Placement view:
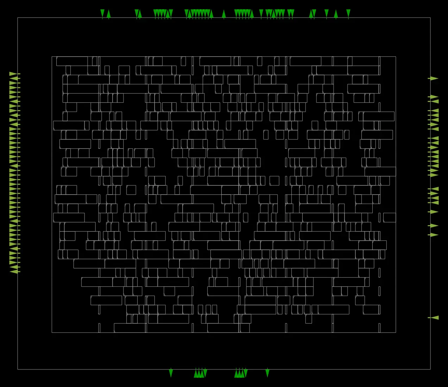
Routed metal, one color a layer:
(3 px per um) Two of the layers only.
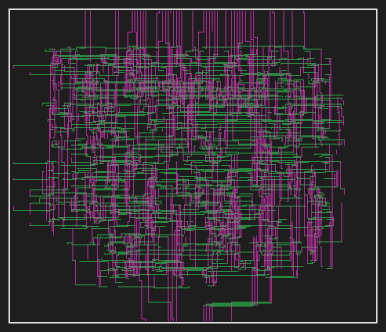
Ports around the boundary:
(4 px per um) Pins as bars across the die edge, other pins in gray.
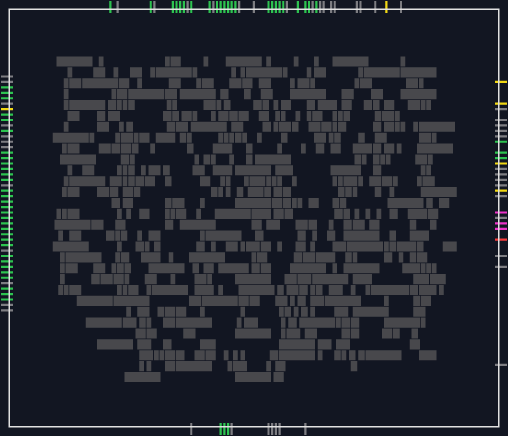
Close-up of the layout:
Region (41, 32) to (81, 72) um. Cells in gray, sequential cells in the stronger gray; small squares are vias.
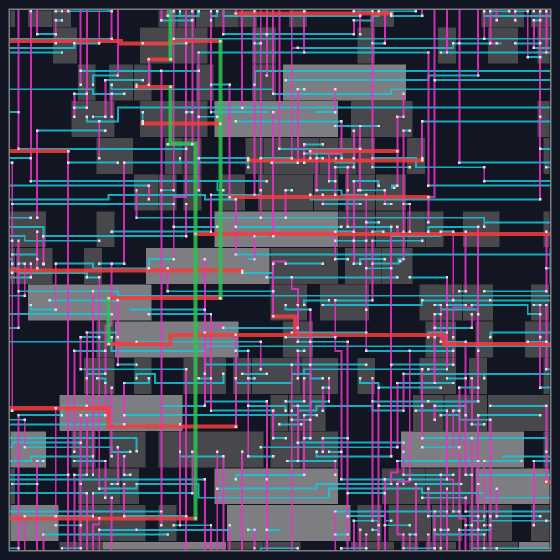
Signal wires on met2:
(3 px per um) Cells faint in the background.
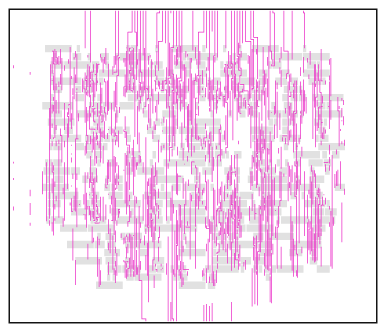
Design seg_src_arbiter, sky130hd; sources not shown.
==> results.cfg <==
; physical design summary
[outcome]
status = complete, no violations

[pwr]
p_leak_uw = 0.00183
combPwrFrac_pct = 52.8
vdd_ir_drop_max_v = 0.000282
seq_power_share_pct = 35.5
pg_comb_uw = 1620
power_uw = 3080
power_leader = combinational cells
p_clk_share_pct = 11.8
power.switching_uw = 1720
power_density_nw_per_um2 = 705
power_clock_uw = 362
p_seq_uw = 1090
swShare_pct = 56.0
p_int_uw = 1350

[yosys]
synthSimpleGateAreaFrac_pct = 29.7
yosys_area_um2 = 4070
ys_cells = 495
synth_cells = 495
synth-edff-count = 0
ys_sh_mux_pct = 3.72
flop_cell = dfrtp_1
ys_seq_share_pct = 35.7
yosysMostFrequentCell = nand2_1
avgSynthCellArea_um2 = 8.22
largest_area_cell = dfrtp_1
async_flop_share_pct = 100
ys_ff = 58
ys_warn_count = 6
synth_area_um2 = 4070
synthDistinctLibCells = 53
top_cell_area_share_pct = 35.1
yosys.area_share.adder_pct = 1.20
logic_family = simple AND/OR/NAND/NOR gates
netlist_top_cells_count = nand2_1, dfrtp_1, nor3_1, nand2b_1
floorplan.nets = 584
topCellsByArea = dfrtp_1, nand2_1, a311oi_1
compound_area_share_pct = 23.3
xor_share_pct = 0.646

[critical_path]
criticalPathCategory = reg -> reg
cp_top_family = AND-OR/OR-AND gates
cp_max_fo = 10
crit_path_top_delay_cell = a21boi_1
cp.required_ns = 5.44
critPathLaunchType = flop
crit_path_frequent_cell = clkbuf_1
critPathCaptureType = flop
crit_cells = 13
reg2regPathDepth = 13
crit_arrival_ns = 4.81
cp_cell_sequence = inv_1 -> clkbuf_1 -> and3_1 -> nand2b_4 -> and2_4 -> o211ai_1 -> and3_1 -> clkbuf_1 -> a21boi_1 -> clkbuf_1 -> nor3_1 -> a311oi_1 -> o221ai_1
crit_buf_inv = 4
max_stage_delay_ns = 0.84
rrSetupSlack_ns = 0.63

[global_route]
grt_max_degree = 59
grt_usage_pct = 21.7
gr-total-overflow = 0
antenna_found_initial = 0
grt_pass1_wl_um = 22200
grt_pass1_vias = 4042

[cts]
h-tree-depth = 3
cts.sinks = 58
cts_buffers = 9
clkLatencyLatePin_ns = 0.36
post-cts-setup-buffers = 0
cts_tree = built
cts_root_buffer = clkbuf_8
cts_resized = 0
cts-hold-fix-buffers = 0
clk_path_buf_depth = 2
clk_pin_slew_ns = 0.07

[final_timing]
worstMarginPinSlew_ns = 0.978
fmax_mhz = 216
relSlewSlack_pct = 34.7
drv_slew = 0
min_period_over_period_pct = 88.0
setup_tns_ns = 0
final_hold_viol_count = 0
rsz0062_at_grt = no
period_needed_ns = 4.64
finalSetupViolations = 0

[hold_path]
hold_class = in -> async

[floorplan]
chip_area_um2 = 12700
fp_util_pct = 49.0
io-pin-count = 119
core_area_um2 = 8300

[routing]
top_layer_used = met4
drc_errors = 0
wl_met3_um = 1740
firstDrtPassIters = 5
ant_nets = 0
met2_length_um = 6130
vias_per_cell = 6.38
drt_iter0_drc = 241
met1Wirelength_um = 5680

[placement]
place_congestion = 0.842
placed_area_um2 = 4210
dpl.hpwl_um = 10200

[layout]
final_nets = 595
drive_gt1_share_pct = 9.23
final_area_um2 = 4370
final_common_cell = nand2_1
n_antenna_cell = 0
nFillCells = 821
largest_reg_flops = 24
lay_top_cells = nand2_1, dfrtp_1, nor3_1, nand2b_1
area_growth_pct = 7.35

[job]
warning_count = 27
cap_violations = 0
About 'placement view':
number of core rows: 30
post-route core utilization: 52.6%

About 'routed metal, one color a layer':
green -> M1  # wire length 5680 um
magenta -> M2  # wire length 6130 um
Post-Route WL: 13700 um
per-cell routed wire length: 22.1 um

About 'ports around the boundary':
magenta -> `req`  # pins 3, direction input, edge east
green -> `data_in`  # pins 60, direction input, edge 31 west, 23 north, 3 south, 3 east
yellow -> `point`  # pins 6, direction output, edge 4 east, 1 north, 1 west
red -> `seg_en`  # pins 1, direction output, edge east
number of port buffers: 0
die y size: 104 um
die boundary width: 122 um

About 'close-up of the layout':
cyan -> M1
red -> M3
magenta -> M2
green -> M4
sequential cells in the window = 11
cells with their middle in the window = 94
most frequent = clkbuf_1 (12), nand2_1 (11), dfrtp_1 (11)

About 'signal wires on met2':
main direction = vertical
wire length on this layer = 6130 um
nets with wire on the layer = 497
longest straight run = 44.4 um
routed vias: 3964
GRT met2 Usage: 31.6%

cell type report:
cell class              instances  area [um^2]  area share, %
inverters                       8         30.0          0.688
flip-flops and latches         58         1450           33.3
clock buffers                  11          141           3.24
clock inverters                 3         17.5          0.401
multi-input cells             385         2380           54.5
plain buffers                  44          205           4.70
well taps                     112          140           3.21
stage by stage:
stage	util (%)	hold slack, ns	std cells	setup WS (ns)
after floorplan	-	0.387	495	1.67
after global placement	50.7	0.411	607	0.678
after detailed placement	50.7	0.421	607	0.669
after CTS	52.6	0.341	621	0.656
after global routing	52.6	0.329	621	0.334
final	52.6	0.341	621	0.630
per-layer routing:
layer	track usage [%]	up-vias
li1	-	1852
met1	27.4	1926
met2	31.6	168
met3	10.9	18
met4	5.61	0
met5	0	-
